--- config.mk ---
export PLATFORM = sky130hd
export DESIGN_NAME = i2c_key_master
export DESIGN_NICKNAME = d
export VERILOG_FILES = /design/src/rtl/i2c_pkg.sv /design/src/rtl/i2c_phase_gen.sv /design/src/rtl/i2c_key_master.sv
export SDC_FILE = /design/constraint.sdc
export NUM_CORES = 1
export LEC_CHECK = 0
export CAP_MARGIN = 20
export CORE_MARGIN = 2
export CORE_UTILIZATION = 53
export CTS_CLUSTER_DIAMETER = 100
export CTS_CLUSTER_SIZE = 14
export DETAILED_ROUTE_END_ITERATION = 10
export PLACE_DENSITY = 0.81
export SYNTH_ARGS = -nofsm -noshare
export SYNTH_HDL_FRONTEND = slang
export SYNTH_SLANG_ARGS = --single-unit
--- constraint.sdc ---
create_clock -name clk -period 3 [get_ports clk]
set_clock_uncertainty 0.2 [all_clocks]
set_input_delay 0.3 -clock clk [delete_from_list [all_inputs] [get_ports clk]]
set_output_delay 0.3 -clock clk [all_outputs]
set_load 0.01 [all_outputs]
--- src/rtl/i2c_pkg.sv ---
// i2c_pkg: shared types and constants for the I2C key master.
// Optional feature macro used by the design: I2C_CLK_STRETCH_EN.
package i2c_pkg;

    localparam int I2C_ADDR_W     = 7;
    localparam int KEY_BYTES      = 16;
    localparam int KEY_W          = KEY_BYTES * 8;
    localparam int PHASES_PER_BIT = 4;
    localparam int PHASE_W        = $clog2(PHASES_PER_BIT);

    typedef enum logic [2:0] {
        ST_IDLE,
        ST_START,
        ST_ADDR,
        ST_ADDR_ACK,
        ST_DATA,
        ST_DATA_ACK,
        ST_STOP
    } i2c_mstate_t;

    // Line levels {scl, sda} for a given state/phase; b is the bit being sent.
    function automatic logic [1:0] slot_lines(i2c_mstate_t st, logic [PHASE_W-1:0] ph, logic b);
        logic [1:0] r;
        r = 2'b11;
        case (st)
            ST_START: begin
                case (ph)
                    2'd0:       r = 2'b11;
                    2'd1, 2'd2: r = 2'b10;
                    default:    r = 2'b00;
                endcase
            end
            ST_STOP: begin
                case (ph)
                    2'd0:    r = 2'b00;
                    2'd1:    r = 2'b10;
                    default: r = 2'b11;
                endcase
            end
            ST_ADDR, ST_DATA:         r = {ph[1], b};
            ST_ADDR_ACK, ST_DATA_ACK: r = {ph[1], 1'b1};
            default:                  r = 2'b11;
        endcase
        return r;
    endfunction

endpackage

--- src/rtl/i2c_phase_gen.sv ---
// i2c_phase_gen: divides clk into SCL quarter-period phases.
// Emits a one-cycle phase_tick_o on the last clock of each phase and the
// current 2-bit phase index. hold_i freezes the divider at the start of a
// phase (used for slave clock stretching).
module i2c_phase_gen
    import i2c_pkg::*;
#(
    parameter int CLK_DIV = 25
) (
    input  logic               clk,
    input  logic               n_rst,
    input  logic               run_i,
    input  logic               hold_i,
    output logic [PHASE_W-1:0] phase_o,
    output logic               phase_tick_o
);

    localparam int CW = $clog2(CLK_DIV + 1);
    localparam logic [CW-1:0] CNT_LAST = CW'(CLK_DIV - 1);

    logic [CW-1:0]      cnt_q;
    logic [PHASE_W-1:0] phase_q;
    logic               stall;

    // Holding only while the count sits at zero means a stretched phase
    // still gets its full CLK_DIV clocks once SCL is seen high.
    assign stall        = hold_i && (cnt_q == '0);
    assign phase_tick_o = run_i && (cnt_q == CNT_LAST);
    assign phase_o      = phase_q;

    // Divider counter and phase index; cleared whenever the master is idle.
    always_ff @(posedge clk or negedge n_rst) begin
        if (!n_rst) begin
            cnt_q   <= '0;
            phase_q <= '0;
        end else if (!run_i) begin
            cnt_q   <= '0;
            phase_q <= '0;
        end else if (stall) begin
            cnt_q   <= cnt_q;
        end else if (phase_tick_o) begin
            cnt_q   <= '0;
            phase_q <= phase_q + 1'b1;
        end else begin
            cnt_q   <= cnt_q + 1'b1;
        end
    end

endmodule

--- src/rtl/i2c_key_master.sv ---
// i2c_key_master: writes a 128-bit key as one I2C write transaction
// (START, address+W, 16 data bytes MSB-first, STOP) on open-drain lines.
// Define I2C_CLK_STRETCH_EN to honour slave clock stretching via scl_in.
module i2c_key_master
    import i2c_pkg::*;
#(
    parameter int                    CLK_DIV    = 25,
    parameter logic [I2C_ADDR_W-1:0] SLAVE_ADDR = 7'h3C
) (
    input  logic             clk,
    input  logic             n_rst,
    input  logic             start,
    input  logic [KEY_W-1:0] key_data,
    input  logic             sda_in,
    input  logic             scl_in,
    output logic             scl_out,
    output logic             sda_out,
    output logic             busy,
    output logic             done,
    output logic             nack_error
);

    i2c_mstate_t        state_q;
    logic [2:0]         bit_q;
    logic [3:0]         byte_q;
    logic [KEY_W-1:0]   key_q;
    logic               abort_q;
    logic               nack_q;
    logic               scl_q, sda_q;
    logic               busy_q, done_q, nack_err_q;

    logic [PHASE_W-1:0] phase;
    logic               phase_tick;
    logic               hold;
    logic [PHASE_W-1:0] nxt_ph;
    logic [2:0]         nbit;
    logic [7:0]         addr_w;
    logic [7:0]         key_top;

    assign nxt_ph  = phase + 1'b1;
    assign nbit    = bit_q + 3'd1;
    assign addr_w  = {SLAVE_ADDR, 1'b0};
    assign key_top = key_q[KEY_W-1 -: 8];

`ifdef I2C_CLK_STRETCH_EN
    // While we release SCL in the high phases, a low line means the slave stretches.
    assign hold = scl_q && !scl_in && phase[1];
`else
    logic unused_scl_in;
    assign unused_scl_in = scl_in;
    assign hold          = 1'b0;
`endif

    i2c_phase_gen #(
        .CLK_DIV      (CLK_DIV)
    ) u_phase (
        .clk          (clk),
        .n_rst        (n_rst),
        .run_i        (busy_q),
        .hold_i       (hold),
        .phase_o      (phase),
        .phase_tick_o (phase_tick)
    );

    // Transaction FSM; line levels are registered for the phase being entered.
    always_ff @(posedge clk or negedge n_rst) begin
        if (!n_rst) begin
            state_q    <= ST_IDLE;
            bit_q      <= '0;
            byte_q     <= '0;
            key_q      <= '0;
            abort_q    <= 1'b0;
            nack_q     <= 1'b0;
            scl_q      <= 1'b1;
            sda_q      <= 1'b1;
            busy_q     <= 1'b0;
            done_q     <= 1'b0;
            nack_err_q <= 1'b0;
        end else begin
            done_q     <= 1'b0;
            nack_err_q <= 1'b0;
            if (state_q == ST_IDLE) begin
                if (start) begin
                    state_q <= ST_START;
                    key_q   <= key_data;
                    byte_q  <= '0;
                    bit_q   <= '0;
                    abort_q <= 1'b0;
                    nack_q  <= 1'b0;
                    busy_q  <= 1'b1;
                    {scl_q, sda_q} <= slot_lines(ST_START, 2'd0, 1'b1);
                end
            end else if (phase_tick) begin
                case (state_q)
                    ST_START: begin
                        if (phase == 2'd3) begin
                            state_q <= ST_ADDR;
                            bit_q   <= '0;
                            {scl_q, sda_q} <= slot_lines(ST_ADDR, 2'd0, addr_w[7]);
                        end else begin
                            {scl_q, sda_q} <= slot_lines(ST_START, nxt_ph, 1'b1);
                        end
                    end
                    ST_ADDR: begin
                        if (phase == 2'd3) begin
                            if (bit_q == 3'd7) begin
                                state_q <= ST_ADDR_ACK;
                                {scl_q, sda_q} <= slot_lines(ST_ADDR_ACK, 2'd0, 1'b1);
                            end else begin
                                bit_q <= nbit;
                                {scl_q, sda_q} <= slot_lines(ST_ADDR, 2'd0, addr_w[~nbit]);
                            end
                        end else begin
                            {scl_q, sda_q} <= slot_lines(ST_ADDR, nxt_ph, addr_w[~bit_q]);
                        end
                    end
                    ST_ADDR_ACK, ST_DATA_ACK: begin
                        if (phase == 2'd2) begin
                            nack_q <= sda_in;
                        end
                        if (phase == 2'd3) begin
                            if (nack_q) begin
                                state_q <= ST_STOP;
                                abort_q <= 1'b1;
                                {scl_q, sda_q} <= slot_lines(ST_STOP, 2'd0, 1'b1);
                            end else if (state_q == ST_DATA_ACK && byte_q == 4'(KEY_BYTES - 1)) begin
                                state_q <= ST_STOP;
                                {scl_q, sda_q} <= slot_lines(ST_STOP, 2'd0, 1'b1);
                            end else begin
                                // The key is pre-shifted, so the next byte is always on top.
                                if (state_q == ST_DATA_ACK) begin
                                    byte_q <= byte_q + 4'd1;
                                end
                                state_q <= ST_DATA;
                                bit_q   <= '0;
                                {scl_q, sda_q} <= slot_lines(ST_DATA, 2'd0, key_top[7]);
                            end
                        end else begin
                            {scl_q, sda_q} <= slot_lines(state_q, nxt_ph, 1'b1);
                        end
                    end
                    ST_DATA: begin
                        if (phase == 2'd3) begin
                            if (bit_q == 3'd7) begin
                                state_q <= ST_DATA_ACK;
                                key_q   <= key_q << 8;
                                {scl_q, sda_q} <= slot_lines(ST_DATA_ACK, 2'd0, 1'b1);
                            end else begin
                                bit_q <= nbit;
                                {scl_q, sda_q} <= slot_lines(ST_DATA, 2'd0, key_top[~nbit]);
                            end
                        end else begin
                            {scl_q, sda_q} <= slot_lines(ST_DATA, nxt_ph, key_top[~bit_q]);
                        end
                    end
                    ST_STOP: begin
                        if (phase == 2'd3) begin
                            state_q    <= ST_IDLE;
                            busy_q     <= 1'b0;
                            done_q     <= !abort_q;
                            nack_err_q <= abort_q;
                            scl_q      <= 1'b1;
                            sda_q      <= 1'b1;
                        end else begin
                            {scl_q, sda_q} <= slot_lines(ST_STOP, nxt_ph, 1'b1);
                        end
                    end
                    default: begin
                        state_q <= ST_IDLE;
                        busy_q  <= 1'b0;
                        scl_q   <= 1'b1;
                        sda_q   <= 1'b1;
                    end
                endcase
            end
        end
    end

    assign scl_out    = scl_q;
    assign sda_out    = sda_q;
    assign busy       = busy_q;
    assign done       = done_q;
    assign nack_error = nack_err_q;

endmodule

==> job_summary.md <==
## Implementation flow summary

| Metric | Value |
|---|---|
| Status | `completed` |
| Area fraction in mux cells | `0.02033` |
| Yosys simple share | `0.2444` |
| Non-Clock Buffer Count | `152` |
| Num CTS Buffers | `17` |
| Total Routed Length | `17.72 mm` |
| Setup-failing EPs final | `0` |
| R2R Path Start | `bit_q[0]` |
| Comb/total area | `0.3406` |
| Post-Synth AOI/OAI Area | `0.1431` |
| Final TNS setup | `0 ps` |
| Worst VDD drop | `366.0 uV` |
| Synth Seq Share | `0.5110` |
| Highest metal used | `met4` |
| Clock sinks | `152` |
| Clock-cell share | `0.06481` |
| Crit path max fanout | `76` |
| Global routing's busiest layer | `met2` |
| Log Warnings | `35` |
| Number of global-route vias before repair | `6122` |
| Sw Pwr | `1.028 mW` |
| Clk buf depth | `2` |
| Sequential Power Share | `0.457` |
| Setup Buffers After CTS | `0` |
| Num ports | `138` |
| DIE AREA | `15020 um2` |
| Post-synth cell types | `51` |
| Ys cells | `879` |
| Area growth, synth to finish | `28.81%` |
| RSZ-0062 raised after global routing | `no` |
| PwrDens | `500.6 nW/um2` |
| H-tree depth | `4` |
| Crit path DRT | `3130 ps` |
| Layout cells sized above 1 | `0.06106` |
| WS Path Type | `reg -> reg` |
| Top cell excl fill/tap | `nand2_1` |
| Design Power | `4.803 mW` |
| Comb area leader | `simple AND/OR/NAND/NOR gates` |
| Avg Vias per Cell | `5.512` |
| CTS root buf | `clkbuf_16` |
| Worst slew pin tran | `710.6 ps` |
| Met1 wire length | `7.694 mm` |
| Wire per inst | `15.03 um` |
| HP Class | `in -> reg` |
| Setup crit start | `bit_q[0]` |
| Max Cap Viol | `0` |
| GRT overflow | `0` |
| Via count | `6499` |
| Placed cell count | `1146` |
| Reg2reg setup slack | `440 ps` |
| Clk pin slew, worst setup/hold paths | `60 ps` |
| 1st-iter DRT viols | `641` |
| Top-area cell share | `0.5039` |
| WHS | `229.5 ps` |
| Met1 Usage GRT | `0.3347` |
| Comb. pwr | `367 uW` |
| Tmin final | `2564 ps` |
| Switching share of power | `0.2140` |
| Syn Area/Cell | `8.474 um2` |
| FMAX | `0.3900 GHz` |
| FF-to-FF path depth | `9` |
| Largest net degree at the start of global routing | `93` |
| Die H | `122.5 um` |
| Int Power | `3.775 mW` |
| Area post-placement | `8962 um2` |
| Cycle use final | `0.8547` |
| Area fraction in xor and xnor cells | `0.004704` |
| Critical R2R Capture | `key_q[46]` |
| Endpoint class of the critical path | `flip-flop` |
| Combinational power share | `0.076` |
| Ys flops | `152` |
| Largest register FFs | `128` |
| Area-dominant class | `registers` |
| Reg area | `3806 um2` |
| Syn_nets | `1026` |
| M3 GR Usage | `0.06041` |
| Chip area line of the yosys report | `7448 um2` |
| Final Hold Violation Tally | `0` |
| Top flop regs | `key_q x128, u_phase.cnt_q x5, byte_q x4` |
| Diode count | `0` |
| Critical Path AT | `2700 ps` |
| WHS Endpoint | `key_q[76]` |
| Synth Flop Type | `dfrtp_1` |
| Combinational gate area | `3268 um2` |
| WHS Path Cells | `3` |
## critical path, cell delays in order (launching register included)
cell	delay, ps
dfrtp_1	540
ha_1	240
ha_1	200
and3_1	200
a31oi_1	130
nor3_4	140
buf_4	240
buf_12	290
nor2_1	80
a31oi_1	160
## timing repair
action / in CTS / in global routing
hold buffers: 1 / 0
gates resized: 0 / 0
hold endpoints to repair: 70 / 0
## synthesized netlist by cell type, drive strengths merged (3+ instances only)
cell	n
nor2b	7
nor2	136
ha	14
inv	20
nand2	262
a21oi	13
mux2i	5
nand3	14
dfrtp	150
mux4	3
nand2b	5
o31ai	3
mux2	3
xor2	3
clkbuf	29
and3	6
a31oi	121
buf	35
and2	3
o21ai	14
Placement density heat map:
The die is cut into 12 by 12 equal tiles; white is low, dark blue is high, 0 to 100% covered.
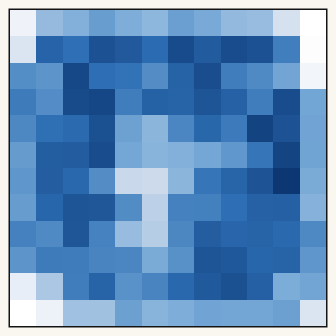
tiles over 75% full: 36%
nearly empty tiles: 2.1%
mean over tiles: 62%
fullest tile: 97%
Final Core Density: 0.6939
Init Core Util: 0.5387
Core Area: 13830 um2

Cell outlines without signal wires:
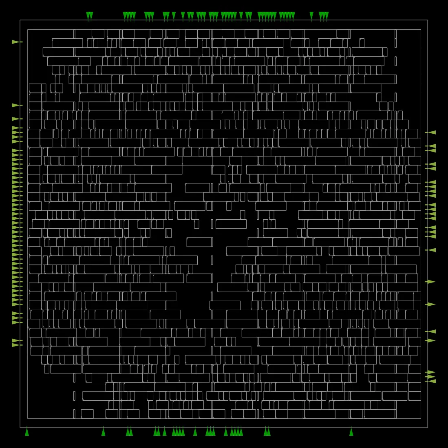
flop share of the area: 0.3967
FP Rows: 43
Final Non-Filler Cells: 1179
Tapcells: 180
flop count: 152

Pin map:
Pins as bars across the die edge, other pins in grey.
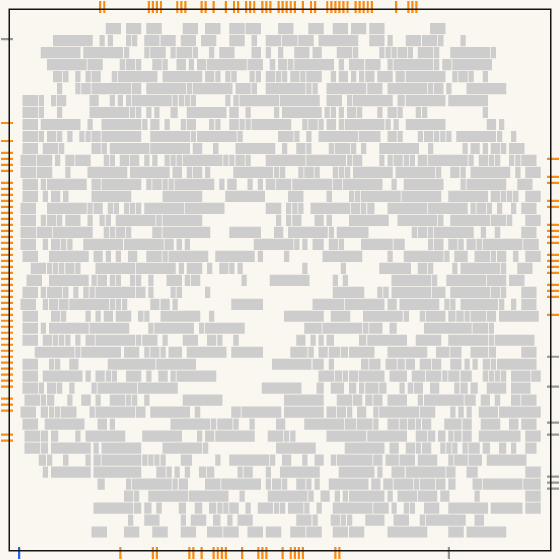
legend:
  scl_in:
    colour: blue
    pins: 1
    direction: input
    edge: bottom
  key_data:
    colour: orange
    pins: 128
    direction: input
    edge: 46 left, 44 top, 21 bottom, 17 right
all pins by edge: 47 left, 44 top, 24 right, 23 bottom

Clock distribution:
The bar under the picture is 20 um long.
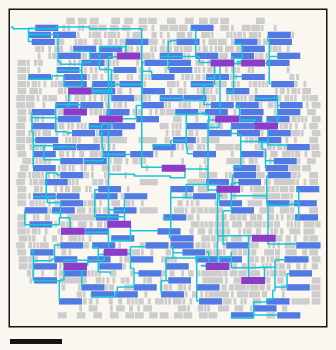
legend:
  cells driving clock nets:
    colour: purple
    count: 17
  flip-flops:
    colour: blue
    count: 152
  clock wires:
    colour: cyan
    length: 1800 um
routed clock nets: 18
Clk pwr share: 0.467
Late-Pin Clk Latency: 420 ps
clock group total power: 2.24 mW

Met3 routing:
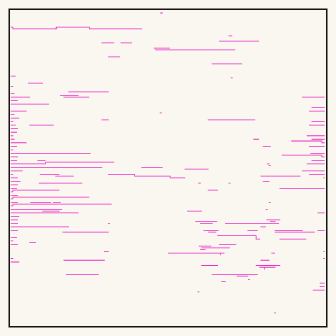
main direction: horizontal
nets with wire on the layer: 117
wire length on this layer: 1090 um
share of all routed wire: 6.1%
longest straight run: 38.2 um

No activity file was given, so power comes from the tool's default toggle rates.
